===== src/rtl/seg_scan_ctrl_4dig_if.sv =====
// Control/status bundle between a display host and the 4-digit scan controller.
// Directions are named from the controller's side (_i into it, _o out of it).
interface seg_scan_ctrl_4dig_if;
    logic        en_i;
    logic        ld_i;
    logic [15:0] data_i;
    logic [3:0]  dp_i;
    logic        blank_lz_i;
    logic [1:0]  sel_o;
    logic [7:0]  segs_o;
    logic        busy_o;
    logic        frame_tick_o;

    modport master (
        output en_i, ld_i, data_i, dp_i, blank_lz_i,
        input  sel_o, segs_o, busy_o, frame_tick_o
    );

    modport slave (
        input  en_i, ld_i, data_i, dp_i, blank_lz_i,
        output sel_o, segs_o, busy_o, frame_tick_o
    );
endinterface


===== src/rtl/seg_scan_ctrl_4dig.sv =====
// Scan controller for a 4-digit common-anode 7-segment display: frame-aligned
// double buffering, per-slot ghost blanking and optional leading-zero suppression.
module seg_scan_ctrl_4dig #(
    parameter int unsigned CNT_MAX   = 50000,
    parameter int unsigned BLANK_CYC = 16
) (
    input  logic                 clk_i,
    input  logic                 rst_i,
    seg_scan_ctrl_4dig_if.slave  bus
);
    localparam int unsigned CNT_W = $clog2(CNT_MAX);

    logic [CNT_W-1:0] cnt_q, cnt_d;
    logic [1:0]       sel_q, sel_d;
    logic [15:0]      act_data_q, act_data_d;
    logic [3:0]       act_dp_q, act_dp_d;
    logic [15:0]      pend_data_q, pend_data_d;
    logic [3:0]       pend_dp_q, pend_dp_d;
    logic             pend_q, pend_d;
    logic [7:0]       segs_q, segs_d;
    logic             tick_q, tick_d;

    logic             wrap;
    logic             boundary;
    logic             lz_blank;
    logic [3:0]       nib;
    logic [6:0]       glyph;

    // Active-low {G..A} pattern for one hex nibble.
    function automatic logic [6:0] hex_glyph(input logic [3:0] n);
        logic [6:0] g;
        case (n)
            4'h0: g = 7'h40;
            4'h1: g = 7'h79;
            4'h2: g = 7'h24;
            4'h3: g = 7'h30;
            4'h4: g = 7'h19;
            4'h5: g = 7'h12;
            4'h6: g = 7'h02;
            4'h7: g = 7'h78;
            4'h8: g = 7'h00;
            4'h9: g = 7'h10;
            4'hA: g = 7'h08;
            4'hB: g = 7'h03;
            4'hC: g = 7'h46;
            4'hD: g = 7'h21;
            4'hE: g = 7'h06;
            default: g = 7'h0E;
        endcase
        return g;
    endfunction

    always_comb begin
        cnt_d       = cnt_q;
        sel_d       = sel_q;
        act_data_d  = act_data_q;
        act_dp_d    = act_dp_q;
        pend_data_d = pend_data_q;
        pend_dp_d   = pend_dp_q;
        pend_d      = pend_q;
        tick_d      = 1'b0;
        segs_d      = 8'hFF;
        lz_blank    = 1'b0;

        wrap     = bus.en_i && (cnt_q == CNT_W'(CNT_MAX - 1));
        boundary = wrap && (sel_q == 2'd3);

        if (bus.en_i) begin
            cnt_d = wrap ? '0 : cnt_q + CNT_W'(1);
            if (wrap) begin
                sel_d = sel_q + 2'd1;
            end
        end
        tick_d = boundary;

        // While stopped the display is dark, so loads may land immediately.
        if (!bus.en_i || boundary) begin
            if (bus.ld_i) begin
                act_data_d = bus.data_i;
                act_dp_d   = bus.dp_i;
                pend_d     = 1'b0;
            end else if (pend_q) begin
                act_data_d = pend_data_q;
                act_dp_d   = pend_dp_q;
                pend_d     = 1'b0;
            end
        end else if (bus.ld_i) begin
            pend_data_d = bus.data_i;
            pend_dp_d   = bus.dp_i;
            pend_d      = 1'b1;
        end

        // Glyph is derived from next-state values so SEGS lines up with SEL.
        nib = act_data_d[{sel_d, 2'b00} +: 4];
        case (sel_d)
            2'd1:    lz_blank = (act_data_d[15:4]  == 12'd0);
            2'd2:    lz_blank = (act_data_d[15:8]  == 8'd0);
            2'd3:    lz_blank = (act_data_d[15:12] == 4'd0);
            default: lz_blank = 1'b0;
        endcase
        lz_blank = lz_blank && bus.blank_lz_i;
        glyph    = lz_blank ? 7'h7F : hex_glyph(nib);

        if (bus.en_i && (cnt_d >= CNT_W'(BLANK_CYC))) begin
            segs_d = {~act_dp_d[sel_d], glyph};
        end
    end

    always_ff @(posedge clk_i) begin
        if (rst_i) begin
            cnt_q       <= '0;
            sel_q       <= 2'd0;
            act_data_q  <= 16'd0;
            act_dp_q    <= 4'd0;
            pend_data_q <= 16'd0;
            pend_dp_q   <= 4'd0;
            pend_q      <= 1'b0;
            segs_q      <= 8'hFF;
            tick_q      <= 1'b0;
        end else begin
            cnt_q       <= cnt_d;
            sel_q       <= sel_d;
            act_data_q  <= act_data_d;
            act_dp_q    <= act_dp_d;
            pend_data_q <= pend_data_d;
            pend_dp_q   <= pend_dp_d;
            pend_q      <= pend_d;
            segs_q      <= segs_d;
            tick_q      <= tick_d;
        end
    end

    assign bus.sel_o        = sel_q;
    assign bus.segs_o       = segs_q;
    assign bus.busy_o       = pend_q;
    assign bus.frame_tick_o = tick_q;
endmodule


===== src/flat_wrapper.sv =====
// flat-port wrapper written by rule: the top's interface ports become plain ports
module seg_scan_ctrl_4dig_flat 
#(
    parameter int unsigned CNT_MAX   = 50000,
    parameter int unsigned BLANK_CYC = 16
)
  (clk_i, rst_i, bus_en_i, bus_ld_i, bus_data_i, bus_dp_i, bus_blank_lz_i, bus_sel_o, bus_segs_o, bus_busy_o, bus_frame_tick_o);
  seg_scan_ctrl_4dig_if bus_i ();
  input  logic clk_i;
  input  logic rst_i;
  input wire logic [$bits(bus_i.en_i)-1:0] bus_en_i;
  input wire logic [$bits(bus_i.ld_i)-1:0] bus_ld_i;
  input wire logic [$bits(bus_i.data_i)-1:0] bus_data_i;
  input wire logic [$bits(bus_i.dp_i)-1:0] bus_dp_i;
  input wire logic [$bits(bus_i.blank_lz_i)-1:0] bus_blank_lz_i;
  output wire logic [$bits(bus_i.sel_o)-1:0] bus_sel_o;
  output wire logic [$bits(bus_i.segs_o)-1:0] bus_segs_o;
  output wire logic [$bits(bus_i.busy_o)-1:0] bus_busy_o;
  output wire logic [$bits(bus_i.frame_tick_o)-1:0] bus_frame_tick_o;
  assign bus_i.en_i = bus_en_i;
  assign bus_i.ld_i = bus_ld_i;
  assign bus_i.data_i = bus_data_i;
  assign bus_i.dp_i = bus_dp_i;
  assign bus_i.blank_lz_i = bus_blank_lz_i;
  assign bus_sel_o = bus_i.sel_o;
  assign bus_segs_o = bus_i.segs_o;
  assign bus_busy_o = bus_i.busy_o;
  assign bus_frame_tick_o = bus_i.frame_tick_o;
  seg_scan_ctrl_4dig #(.CNT_MAX(CNT_MAX), .BLANK_CYC(BLANK_CYC)) u_core (.clk_i(clk_i), .rst_i(rst_i), .bus(bus_i));
endmodule

===== config.mk =====
export PLATFORM = sky130hd
export DESIGN_NAME = seg_scan_ctrl_4dig_flat
export DESIGN_NICKNAME = d
export VERILOG_FILES = /design/src/rtl/seg_scan_ctrl_4dig_if.sv /design/src/rtl/seg_scan_ctrl_4dig.sv /design/src/flat_wrapper.sv
export SDC_FILE = /design/constraint.sdc
export NUM_CORES = 1
export LEC_CHECK = 0
export ABC_CLOCK_PERIOD_IN_PS = 3850
export CAP_MARGIN = 30
export CORE_MARGIN = 5
export CORE_UTILIZATION = 45
export DETAILED_ROUTE_END_ITERATION = 7
export PLACE_DENSITY = 0.65
export SLEW_MARGIN = 30
export SYNTH_ARGS = -nofsm -noshare
export SYNTH_HDL_FRONTEND = slang
export SYNTH_SLANG_ARGS = --single-unit

===== constraint.sdc =====
create_clock -name clk_i -period 3.85 [get_ports clk_i]
set_input_delay 0.385 -clock clk_i [delete_from_list [all_inputs] [get_ports clk_i]]
set_output_delay 0.385 -clock clk_i [all_outputs]
set_load 0.02 [all_outputs]

==> run_1/gate_families.png <==
(4 px per um)
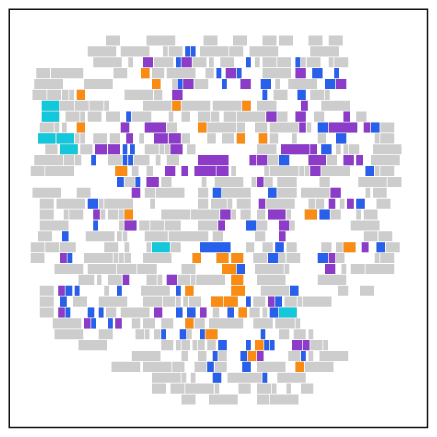
[AND and OR gates] orange | cells: 28
[inverting AOI/OAI gates] purple | cells: 66
[adder and majority cells] cyan | cells: 7
[NAND gates] blue | cells: 76

==> run_1/final_clocks.png <==
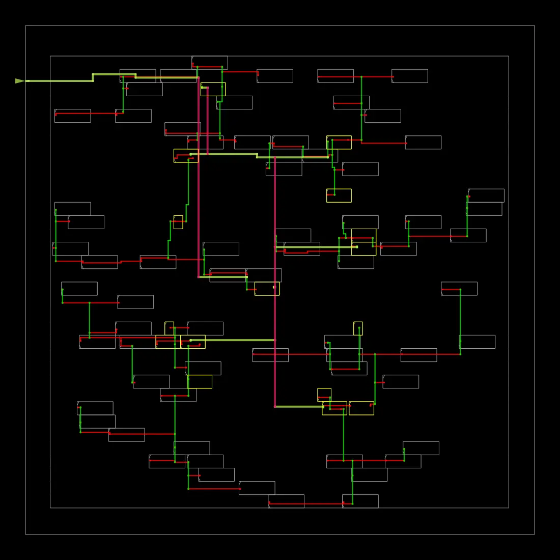
layout clock buffer count: 12
seq_cells: 68
Late-Pin Clk Latency: 340 ps
power in the clock group: 0.547 mW
Sink Count: 68

==> out/qor.yml, run 1 <==
antenna_found_initial: 0
ys_seq_frac: 0.341
ys_cells: 463
crit_path_end_kind: "flip-flop"
arrival_ps: 3780
clkPwrFrac: 0.357
setup_viol: 0
seq-cell-share: 0.292
coreArea_mm2: 0.00868
met3_length_um: 314
edf_count: 0
timing.setup.tns_ps: 0
fmax_mhz: 282
cts.htree.levels: 3
grt_pass1_wl_mm: 15.9
final_antenna_net_count: 0
whs_endpoint: "u_core.pend_dp_q[0]"
clk_share: 0.0403
netlist_area_mm2: 0.00399
drtIter0Drc: 178
die_area_mm2: 0.0109
gr-total-overflow: 0
bufAreaShareNonClock: 0.108
swShare: 0.267
placed_area_mm2: 0.00447
ys_async_sr_fraction: 0
drv_cap: 0
startpoint_type: "flip-flop"
status: "finished, final reports clean"
tightest_slew_ps: 669
vias: 3365
combinationalPower_mw: 0.240
cp_num_buf_inv: 3
synth_xor_xnor_area_share: 0.0505
internal_power_mw: 1.12
grt_max_degree: 50
p_leak_nw: 1.86
fin_skew_ps: 6.86
port_buffers: 36
cts_resized: 0
worst-path-stages: 12
ys_sh_aoi: 0.152
wire_per_inst_um: 15.7
fa_ha_area_frac: 0.0219
synthCells: 463
power.total_mw: 1.53
==> run_1/pins.png <==
(4 px per um) Pins as bars across the die edge, other pins in gray.
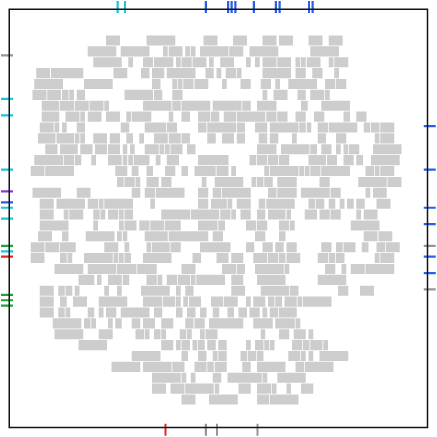
[bus_dp_i] green | pins: 4 | direction: input | edge: left
[bus_blank_lz_i] purple | pins: 1 | direction: input | edge: left
[bus_segs_o] cyan | pins: 8 | direction: output | edge: 6 left, 2 top
[bus_data_i] blue | pins: 16 | direction: input | edge: 9 top, 6 right, 1 left
[bus_sel_o] red | pins: 2 | direction: output | edge: 1 bottom, 1 left
all pins by edge: 14 left, 11 top, 8 right, 4 bottom

==> run 1: synth_stat cells (2+ instances only) <==
cell type  count
clkbuf_1      17
buf_6          4
buf_2          6
nand2_1       37
nor4_1         8
mux2i_1       30
nor4b_4        2
nor2_1        65
nand3_1       11
a21oi_1       15
a211oi_4       2
nor2b_1       13
a211oi_1       3
nor3_1         9
nor3b_1       11
a211o_1        6
ha_1           7
or2_2          3
o22ai_1        2
and3b_1        3
and3_1         3
mux2_2         5
a22oi_1        7
nand4_1        5
and4b_1        3
a221o_1        3
xor2_1         7
xnor2_1       11
a211oi_2       2
or3_1          2
buf_1          2
o21bai_1       8
nand2b_1      10
and2_1         8
dfxtp_1       68
a2111oi_0      2
and4_1         3
o21ai_0       12
nand3b_1      12
inv_1         11
==> run 2: changes to the inputs <==
--- a/config.mk
+++ b/config.mk
@@ -8,9 +8,9 @@
 export ABC_CLOCK_PERIOD_IN_PS = 3850
 export CAP_MARGIN = 30
 export CORE_MARGIN = 5
-export CORE_UTILIZATION = 45
+export CORE_UTILIZATION = 40
 export DETAILED_ROUTE_END_ITERATION = 7
-export PLACE_DENSITY = 0.65
+export PLACE_DENSITY = 0.61
 export SLEW_MARGIN = 30
 export SYNTH_ARGS = -nofsm -noshare
 export SYNTH_HDL_FRONTEND = slang
==> run_2/pins.png <==
(3 px per um) Pins as bars across the die edge, other pins in gray.
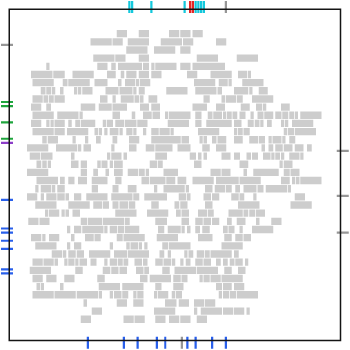
PortBufs: 36
Die Span X: 110 um

==> out/qor.yml, run 2 <==
grt_pass1_wl_mm: 15.7  # -1.3%
synthCells: 463  # unchanged
top_cell: "dfxtp_1"
synthTopCellsByCount: "dfxtp_1 (68), nor2_1 (65), nand2_1 (37), mux2i_1 (30), clkbuf_1 (17)"
ys_sh_aoi: 0.152  # unchanged
final_antenna_net_count: 0  # unchanged
vias: 3373  # +0.24%
nClkBuffers: 10  # -2
ys_seq_frac: 0.341  # unchanged
maxSlewViolCount: 0
timing.setup.tns_ps: 0  # unchanged
met3_length_um: 310  # -1.3%
setup_viol: 0  # unchanged
seq-cell-share: 0.290  # -0.00226
insertion_delay_ps: 340  # about the same
power.total_mw: 1.58  # +3.0%
flops: 68  # unchanged
crit_path_end_kind: "flip-flop"
hold_viol: 0
fa_ha_area_frac: 0.0219  # unchanged
clkPwrFrac: 0.377  # +0.020
drv_cap: 0  # unchanged
fin_skew_ps: 9.50  # +2.64 ps
worst-path-stages: 11  # -1
placed_area_mm2: 0.00449  # +0.50%
ys_async_sr_fraction: 0  # unchanged
cts.htree.levels: 3  # unchanged
internal_power_mw: 1.16  # +3.0%
tightest_slew_ps: 930  # +261 ps
drtIter0Drc: 162  # -9.0%
p_clk_mw: 0.595  # +8.8%
startpoint_type: "flip-flop"
antenna_found_initial: 0  # unchanged
grt_max_degree: 51  # +2.0%
path_cells: "ha_1 > and4b_1 > nand4_4 > and2_4 > a211oi_1 > o22ai_1 > a221oi_2 > inv_1 > ha_1 > mux4_2 > or2_1"
clk_share: 0.0429  # +0.00262
coreArea_mm2: 0.00977  # +13%
cts_resized: 0  # unchanged
fmax_mhz: 290  # +2.9%
ys_cells: 463  # unchanged
die_area_mm2: 0.0121  # +11%
status: "finished, final reports clean"
synth_xor_xnor_area_share: 0.0505  # unchanged
yosysTopAreaCell: "dfxtp_1"
bufAreaShareNonClock: 0.105  # -0.00270
edf_count: 0  # unchanged
cts_sinks: 68  # unchanged
wire_per_inst_um: 14.6  # -6.6%
gr-total-overflow: 0  # unchanged
arrival_ps: 3680  # -100 ps
## run 2: worst register-to-register path: cells and delay by family, from the launching register on
| family | cells | cell delay [ps] |
|---|---|---|
| multiplexers | 1 | 470 |
| AND/OR/NAND/NOR | 4 | 870 |
| flip-flops | 1 | 380 |
| AND-OR/OR-AND | 3 | 930 |
| buffers and inverters | 1 | 130 |
| adder cells (fa/ha/maj) | 2 | 560 |
## run 2: worst min-delay path by stage
| stage | end | slack, ps | cells after the start |
|---|---|---|---|
| final | u_core.pend_dp_q[2] | 460 | 2 |
| after global routing | u_core.pend_dp_q[1] | 480 | 2 |
| after CTS | u_core.pend_dp_q[1] | 460 | 2 |
| after detailed placement | u_core.pend_dp_q[1] | 450 | 2 |
| after global placement | u_core.pend_dp_q[1] | 440 | 2 |
| after floorplan | u_core.pend_dp_q[0] | 430 | 2 |
Power figures rest on the tool's default switching activity, not on a simulated workload.
